## src/rtl/bcd_down_counter_pkg.sv

```systemverilog
// -----------------------------------------------------------------------------
// bcd_down_counter_pkg
// Shared constants and helpers for the BCD down counter and its digit cells.
//   BCD_W    : width of one BCD digit
//   BCD_MAX  : largest legal digit value (9)
//   BCD_ZERO : digit value zero
//   bcd_sat  : clamp a 4-bit value into the legal BCD range
// -----------------------------------------------------------------------------
package bcd_down_counter_pkg;

  localparam int              BCD_W    = 4;
  localparam logic [BCD_W-1:0] BCD_MAX  = 4'd9;
  localparam logic [BCD_W-1:0] BCD_ZERO = 4'd0;

  // Codes 10..15 are not BCD; they are treated as "as large as possible".
  function automatic logic [BCD_W-1:0] bcd_sat(input logic [BCD_W-1:0] d);
    return (d > BCD_MAX) ? BCD_MAX : d;
  endfunction

endpackage

```

## src/rtl/bcd_down_counter_digit.sv

```systemverilog
// -----------------------------------------------------------------------------
// mod10_down_digit
// One decade cell of the BCD down counter.
//   clk        : rising-edge clock
//   reset      : asynchronous active-low reset, digit -> 0
//   load       : load load_digit (saturated to 9); takes priority over dec_in
//   load_digit : BCD value to load
//   dec_in     : decrement this digit on the next edge (0 -> 9)
//   digit      : registered digit value, always 0..9
//   is_zero    : digit == 0
// -----------------------------------------------------------------------------
module mod10_down_digit
  import bcd_down_counter_pkg::*;
(
  input  logic             clk,
  input  logic             reset,
  input  logic             load,
  input  logic [BCD_W-1:0] load_digit,
  input  logic             dec_in,
  output logic [BCD_W-1:0] digit,
  output logic             is_zero
);

  logic [BCD_W-1:0] digit_q;
  logic [BCD_W-1:0] digit_d;

  always_comb begin
    digit_d = digit_q;
    if (load) begin
      digit_d = bcd_sat(load_digit);
    end else if (dec_in) begin
      digit_d = (digit_q == BCD_ZERO) ? BCD_MAX : (digit_q - 4'd1);
    end
  end

  always_ff @(posedge clk or negedge reset) begin
    if (!reset) begin
      digit_q <= BCD_ZERO;
    end else begin
      digit_q <= digit_d;
    end
  end

  assign digit   = digit_q;
  assign is_zero = (digit_q == BCD_ZERO);

endmodule

```

## src/rtl/bcd_down_counter.sv

```systemverilog
// -----------------------------------------------------------------------------
// bcd_down_counter
// Cascadable DIGITS-digit BCD down counter used as a countdown/timeout timer.
// Parameters:
//   DIGITS : number of BCD digits (count is 4*DIGITS bits, digit 0 in [3:0])
//   WRAP   : 1 -> all-zero decrements to all-nines with a borrow pulse
//            0 -> all-zero holds
// Ports:
//   clk        : rising-edge clock
//   reset      : asynchronous active-low reset (count=0, zero=1, borrow_out=0)
//   en         : decrement request
//   load       : synchronous load of load_val, wins over en
//   load_val   : BCD start value, digits above 9 saturate to 9
//   count      : registered BCD count
//   zero       : registered, high when count is all-zero
//   borrow_out : registered one-cycle pulse on wrap-around underflow
// -----------------------------------------------------------------------------
module bcd_down_counter
  import bcd_down_counter_pkg::*;
#(
  parameter int DIGITS = 2,
  parameter int WRAP   = 1
) (
  input  logic                    clk,
  input  logic                    reset,
  input  logic                    en,
  input  logic                    load,
  input  logic [BCD_W*DIGITS-1:0] load_val,
  output logic [BCD_W*DIGITS-1:0] count,
  output logic                    zero,
  output logic                    borrow_out
);

  localparam int CW      = BCD_W * DIGITS;
  localparam bit WRAP_EN = (WRAP != 0);

  logic [DIGITS-1:0] is_zero;
  logic [DIGITS-1:0] dec_in;
  // lower_zero[k]: digits 0..k-1 are all zero (lower_zero[0] is the empty set).
  logic [DIGITS:0]   lower_zero;
  logic              all_zero;
  logic              dec_ok;
  logic              count_is_one;

  logic zero_q, zero_d;
  logic borrow_q, borrow_d;

  assign lower_zero[0] = 1'b1;
  assign all_zero      = lower_zero[DIGITS];

  // Without wrap, an all-zero count must not ripple into nines.
  assign dec_ok = en & ~load & (WRAP_EN | ~all_zero);

  for (genvar k = 0; k < DIGITS; k++) begin : g_digit
    assign lower_zero[k+1] = lower_zero[k] & is_zero[k];
    assign dec_in[k]       = dec_ok & lower_zero[k];

    mod10_down_digit u_digit (
      .clk        (clk),
      .reset      (reset),
      .load       (load),
      .load_digit (load_val[k*BCD_W +: BCD_W]),
      .dec_in     (dec_in[k]),
      .digit      (count[k*BCD_W +: BCD_W]),
      .is_zero    (is_zero[k])
    );
  end

  assign count_is_one = (count == CW'(1));

  // zero is predicted from the current count so it lands in the same cycle
  // as the count it describes. Saturation only maps 10..15 to 9, so a
  // saturated load value is zero exactly when the raw value is zero.
  always_comb begin
    zero_d   = zero_q;
    borrow_d = 1'b0;
    if (load) begin
      zero_d = (load_val == '0);
    end else if (en) begin
      if (all_zero) begin
        zero_d   = ~WRAP_EN;
        borrow_d = WRAP_EN;
      end else begin
        zero_d = count_is_one;
      end
    end
  end

  always_ff @(posedge clk or negedge reset) begin
    if (!reset) begin
      zero_q   <= 1'b1;
      borrow_q <= 1'b0;
    end else begin
      zero_q   <= zero_d;
      borrow_q <= borrow_d;
    end
  end

  assign zero       = zero_q;
  assign borrow_out = borrow_q;

endmodule

```

## config.mk

```make
export PLATFORM = sky130hd
export DESIGN_NAME = bcd_down_counter
export DESIGN_NICKNAME = d
export VERILOG_FILES = /design/src/rtl/bcd_down_counter_pkg.sv /design/src/rtl/bcd_down_counter_digit.sv /design/src/rtl/bcd_down_counter.sv
export SDC_FILE = /design/constraint.sdc
export NUM_CORES = 1
export LEC_CHECK = 0
export CAP_MARGIN = 20
export CORE_MARGIN = 2
export CORE_UTILIZATION = 30
export CTS_CLUSTER_DIAMETER = 200
export DETAILED_ROUTE_END_ITERATION = 8
export PLACE_DENSITY = 0.65
export SKIP_CTS_REPAIR_TIMING = 1
export SYNTH_ARGS = -nofsm -noshare
export SYNTH_HDL_FRONTEND = slang
export SYNTH_SLANG_ARGS = --single-unit
export TNS_END_PERCENT = 1
```

## constraint.sdc

```tcl
create_clock -name clk -period 2.5 [get_ports clk]
set_clock_uncertainty 0.2 [all_clocks]
set_input_delay 0.375 -clock clk [delete_from_list [all_inputs] [get_ports clk]]
set_output_delay 0.375 -clock clk [all_outputs]
set_load 0.02 [all_outputs]
```

Placed cells, one color a class:
Fill, decap, tap and diode cells in gray.
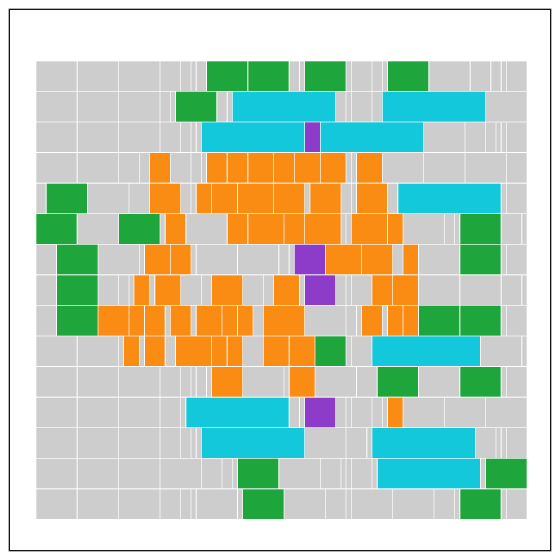
- green: other buffers and delay cells (cells 22; share of their area 27%)
- orange: all other logic (cells 54; share of their area 39%)
- purple: clock drivers and dummy loads (cells 4; share of their area 3.2%)
- cyan: flops (cells 10; share of their area 31%)
Design Area, Final: 845 um^2
flop share of the area: 29.8%

Pin placement:
Pins as bars across the die edge, other pins in gray.
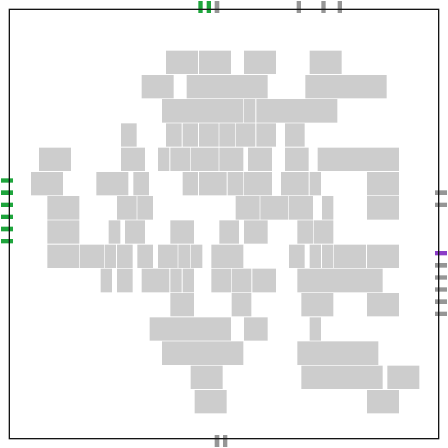
- purple: zero (pins 1; direction output; edge right)
- green: load_val (pins 8; direction input; edge 6 left, 2 top)
- all pins by edge: 8 right, 6 top, 6 left, 2 bottom
number of buffers added on ports: 21
Chip Width: 48.0 um
overall die height: 48.0 um

Signal wires by layer:
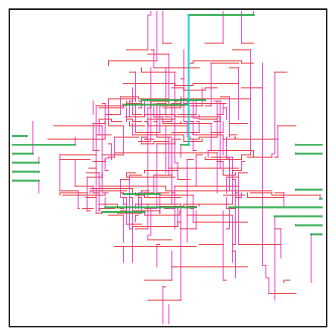
- magenta: met2 (wire length 628 um)
- green: met3 (wire length 121 um)
- cyan: met4 (wire length 19.7 um)
- red: met1 (wire length 663 um)
Routed wire per std cell: 12.4 um
final routed wirelength across all metal layers: 1.43 mm
overall global routing resource usage: 14.0%

Clock network drawn from the DEF:
Bar = 10 um.
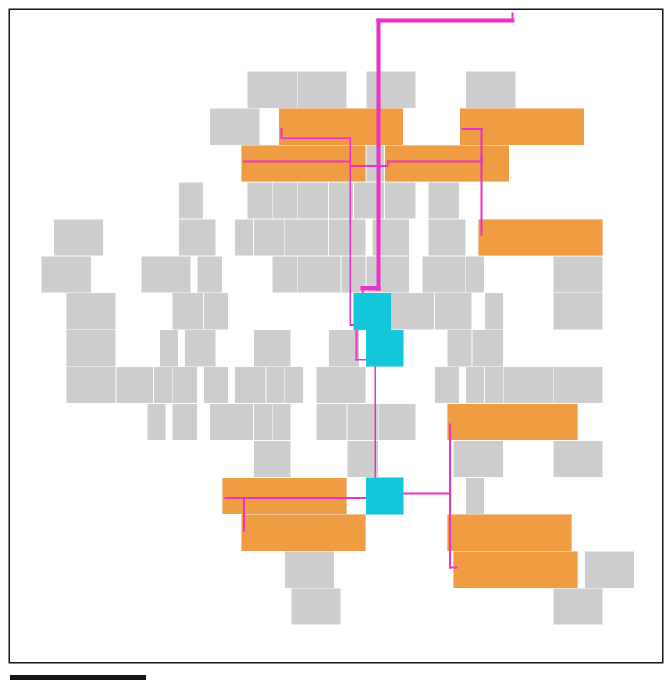
- magenta: clock wires (length 128 um)
- cyan: cells driving clock nets (count 3)
- orange: flip-flops (count 10)
- routed clock nets: 4
portion of total power attributed to the clock network: 26.0%
clk_lat worst skew: 260 ps
clock-net power: 110 uW

Cell outlines without signal wires:
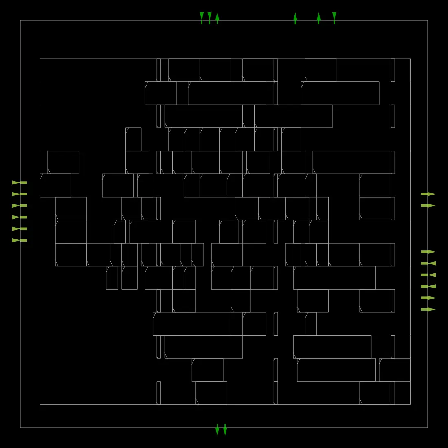
site row count: 15
FFs & Latches: 10
area inside the core boundary: 1780 um^2
post-route non-filler standard cell count: 115
Filler cells: 176

==> impl_results.html <==
<h2>Synthesis and place &amp; route</h2>
<table>
<tr><th>Metric</th><th>Value</th></tr>
<tr><th colspan="2">Floorplan</th></tr>
<tr><td>I/O pin count</td><td>22</td></tr>
<tr><td>Initial Utilization</td><td>32.6%</td></tr>
<tr><td>Area enclosed by the die boundary</td><td>2310 um^2</td></tr>
<tr><th colspan="2">Setup path</th></tr>
<tr><td>Critical-path top delay cell</td><td>sky130_fd_sc_hd__clkdlybuf4s50_1</td></tr>
<tr><td>Worst r2r src</td><td>g_digit[0].u_digit.digit[1]</td></tr>
<tr><td>Delay of the slowest critical-path stage</td><td>660 ps</td></tr>
<tr><td>Startpoint Class</td><td>flip-flop</td></tr>
<tr><td>FF-to-FF setup slack</td><td>620 ps</td></tr>
<tr><td>Depth of the most critical reg-to-reg path</td><td>3</td></tr>
<tr><td>Data required time at the worst endpoint</td><td>1920 ps</td></tr>
<tr><td>Crit Path Max Fanout</td><td>10</td></tr>
<tr><td>Critical-path cell list</td><td>clkdlybuf4s50_1</td></tr>
<tr><td>CP Capture Point</td><td>count[3]</td></tr>
<tr><td>Category of the worst setup path capture point</td><td>output pin</td></tr>
<tr><td>Critical path type</td><td>flip-flop to output pin</td></tr>
<tr><td>Reg2Reg Capture Point</td><td>g_digit[1].u_digit.digit[0]</td></tr>
<tr><td>Arrival @ worst endpoint</td><td>1430 ps</td></tr>
<tr><td>Worst setup startpoint</td><td>g_digit[0].u_digit.digit[3]</td></tr>
<tr><td>Cell class contributing the biggest share of worst-path delay</td><td>buffers and inverters</td></tr>
<tr><td>Buf/Inv on CP</td><td>1</td></tr>
<tr><td>Total number of cells along the worst setup path</td><td>1</td></tr>
<tr><th colspan="2">Drt</th></tr>
<tr><td>Via total after detailed routing</td><td>600</td></tr>
<tr><td>Number of nets with antenna violations after detailed routing</td><td>0</td></tr>
<tr><td>TritonRoute pass-1 iters</td><td>4</td></tr>
<tr><td>Post-route DRC</td><td>0</td></tr>
<tr><td>First DRT Iteration DRCs</td><td>35</td></tr>
<tr><td>Average via count per standard cell</td><td>5.22</td></tr>
<tr><th colspan="2">Layout</th></tr>
<tr><td>Layout Nets</td><td>103</td></tr>
<tr><td>Fraction of final layout cells with drive strength greater than 1</td><td>6.67%</td></tr>
<tr><td>Count of antenna diodes in the layout</td><td>0</td></tr>
<tr><td>Area growth, synth to finish</td><td>45.2%</td></tr>
<tr><td>Comb area</td><td>295 um^2</td></tr>
<tr><td>Footprint of the flip-flops and latches</td><td>251 um^2</td></tr>
<tr><th colspan="2">Final timing</th></tr>
<tr><td>Share of the cycle needed by the critical path after routing</td><td>80.2%</td></tr>
<tr><td>Final Max Slew Viols</td><td>0</td></tr>
<tr><td>Worst slew margin relative to its limit</td><td>58.7%</td></tr>
<tr><td>Final setup viols</td><td>0</td></tr>
<tr><td>Minimum clock period</td><td>2010 ps</td></tr>
<tr><td>Final hold violation count</td><td>0</td></tr>
<tr><td>Setup repair after global routing missed its margin</td><td>no</td></tr>
<tr><td>Slew @ Worst Pin</td><td>611 ps</td></tr>
<tr><td>Final setup TNS</td><td>0 ps</td></tr>
<tr><td>Worst hold slack across all endpoints</td><td>227 ps</td></tr>
<tr><td>Highest clock rate</td><td>499 MHz</td></tr>
<tr><th colspan="2">GRT</th></tr>
<tr><td>Maximum number of pins on one net before global-route repair</td><td>14</td></tr>
<tr><td>First-pass GRT wire length</td><td>2.20 mm</td></tr>
<tr><td>Via count of the first global-routing pass</td><td>490</td></tr>
<tr><td>Initial antenna violation count</td><td>0</td></tr>
<tr><td>Total gr overflow</td><td>0</td></tr>
<tr><th colspan="2">Synth</th></tr>
<tr><td>Sequential element share of the synthesized area</td><td>43.2%</td></tr>
<tr><td>Total cell area reported by yosys after synthesis</td><td>582 um^2</td></tr>
<tr><td>Netlist area before placement</td><td>582 um^2</td></tr>
<tr><td>Synthesized net count</td><td>79</td></tr>
<tr><td>Cell count listed in synth_stat.txt</td><td>67</td></tr>
<tr><td>Cell count after synthesis</td><td>67</td></tr>
<tr><td>Distinct cell type count after synthesis</td><td>29</td></tr>
<tr><td>Flip-flop and latch count after synthesis</td><td>10</td></tr>
<tr><td>Dominant flop cell</td><td>sky130_fd_sc_hd__dfrtp_1</td></tr>
<tr><td>Post-synth tally of flip-flops with integrated enable</td><td>0</td></tr>
<tr><td>Area contributors post-synth</td><td>sky130_fd_sc_hd__dfrtp_1 39%, sky130_fd_sc_hd__a31oi_1 5.4%, sky130_fd_sc_hd__dfstp_2 4.5%</td></tr>
<tr><td>Cell type with the largest total area after synthesis</td><td>sky130_fd_sc_hd__dfrtp_1</td></tr>
<tr><td>Synth async-reset ratio</td><td>100%</td></tr>
<tr><td>Synthesis Warnings</td><td>0</td></tr>
<tr><td>Share of the synthesized area in the top cell type</td><td>38.7%</td></tr>
<tr><td>Synthesized area per cell</td><td>8.68 um^2</td></tr>
<tr><th colspan="2">Clocking</th></tr>
<tr><td>TritonCTS clock tree</td><td>built</td></tr>
<tr><td>Clock net sink count</td><td>10</td></tr>
<tr><td>H-tree level count</td><td>1</td></tr>
<tr><td>Clock Root Buffer</td><td>sky130_fd_sc_hd__clkbuf_4</td></tr>
<tr><td>Number of buffers added by the clock tree synthesis step</td><td>3</td></tr>
<tr><td>Maximum count of clock buffers along a single path</td><td>2</td></tr>
<tr><td>Clock-pin slew reported for the worst setup and hold paths after clock tree synthesis</td><td>70 ps</td></tr>
<tr><th colspan="2">Power and ir drop</th></tr>
<tr><td>Leakage power</td><td>0.000324 uW</td></tr>
<tr><td>Power per Cell Area</td><td>500 nW/um^2</td></tr>
<tr><td>Max IR drop VDD</td><td>206 uV</td></tr>
<tr><th colspan="2">Place</th></tr>
<tr><td>Detail Placement HPWL</td><td>1.11 mm</td></tr>
<tr><td>Final estimated routing congestion in global placement</td><td>0.795</td></tr>
<tr><th colspan="2">Job</th></tr>
<tr><td>Total number of warnings across the stage logs</td><td>26</td></tr>
<tr><td>Max-cap check violation count</td><td>0</td></tr>
<tr><th colspan="2">Min path</th></tr>
<tr><td>Min-Delay Path Class</td><td>input pin to asynchronous set/reset pin</td></tr>
<tr><th colspan="2">Outcome</th></tr>
<tr><td>Outcome</td><td>completed</td></tr>
</table>
## kinds of logic after synthesis
logic type,count (synthesis),share of synthesized area [%]
AOI/OAI and AO/OA,20,22.8
xor gates and xnor gates,1,1.51
buffers and inverters,9,6.02
DFF,10,43.2
and+or+nand+nor,27,26.5
## layer usage
layer | share of wire [%] | wire length (um) | GRT usage, %
met3 | 8.4 | 120 | 3.02
met1 | 46 | 662 | 19.4
met5 | 0 | 0 | 0
met4 | 1.3 | 19 | 6.49
met2 | 44 | 628 | 20.8
## through the flow
step / instance area, um^2 / utilization, % / total power (uW) / cells / worst slack [ps]
5_1_grt: 845 / 47.4 / 451 / 115 / 423
3_5_place_dp: 818 / 45.9 / 315 / 111 / 316
3_3_place_gp: 818 / 45.9 / 314 / 111 / 314
6_report: 845 / 47.4 / 423 / 115 / 494
2_1_floorplan: 582 / - / 252 / 67 / 624
4_1_cts: 845 / 47.4 / 427 / 115 / 486
## power by group
group / leakage, uW / internal, uW / switching, uW
clock network: 0.0000150 / 61.2 / 48.6
registers: 0.000117 / 175 / 23.0
logic: 0.000193 / 59.0 / 55.3
## synthesized netlist by cell type, types with 2 or more instances
| master | number |
|---|---|
| sky130_fd_sc_hd__a21oi_1 | 4 |
| sky130_fd_sc_hd__a31oi_1 | 5 |
| sky130_fd_sc_hd__clkbuf_1 | 2 |
| sky130_fd_sc_hd__dfrtp_1 | 9 |
| sky130_fd_sc_hd__inv_1 | 6 |
| sky130_fd_sc_hd__nand2_1 | 2 |
| sky130_fd_sc_hd__nand2b_1 | 2 |
| sky130_fd_sc_hd__nand3_1 | 3 |
| sky130_fd_sc_hd__nand4_1 | 2 |
| sky130_fd_sc_hd__nor2_1 | 5 |
| sky130_fd_sc_hd__nor3_1 | 4 |
| sky130_fd_sc_hd__nor4_1 | 2 |
| sky130_fd_sc_hd__o211ai_1 | 2 |
| sky130_fd_sc_hd__o21a_1 | 3 |
| sky130_fd_sc_hd__o21ai_0 | 2 |
## worst min path at each step
stage	endpoint	from	slack, ps
final	g_digit[1].u_digit.digit[3]	reset	230
after global routing	g_digit[1].u_digit.digit[3]	reset	240
after CTS	g_digit[1].u_digit.digit[3]	reset	240
after detailed placement	zero	zero	280
after global placement	zero	zero	280
after floorplan	borrow_out	reset	-120
## cell type report
class                      count  share of cell area [%]
multi-input combinational     48                    35.0
sequential                    10                    29.8
timing repair buffer          22                    25.8
tap                           25                    3.70
clock buffer                   4                    3.11
inverter                       6                    2.67
## sequential cells by signal, indices dropped and copies added, names as in the netlist
signal                 cells
borrow_out                 1
zero                       1
g_digit.u_digit.digit      8
## placed cells by master, fill, tap and decap left out, drive strengths merged
master	n
a211o	1
a21oi	4
a31oi	5
buf	1
clkbuf	4
clkdlybuf4s50	21
dfrtp	9
dfstp	1
inv	6
nand2	2
nand2b	2
nand3	3
nand4	2
nand4b	1
nor2	5
nor2b	1
nor3	4
nor3b	1
nor4	2
nor4b	1
o211ai	2
o21a	3
o21ai	2
o31a	1
o31ai	1
o41ai	1
or3	2
or4b	1
xor2	1
Power figures rest on the tool's default switching activity, not on a simulated workload.
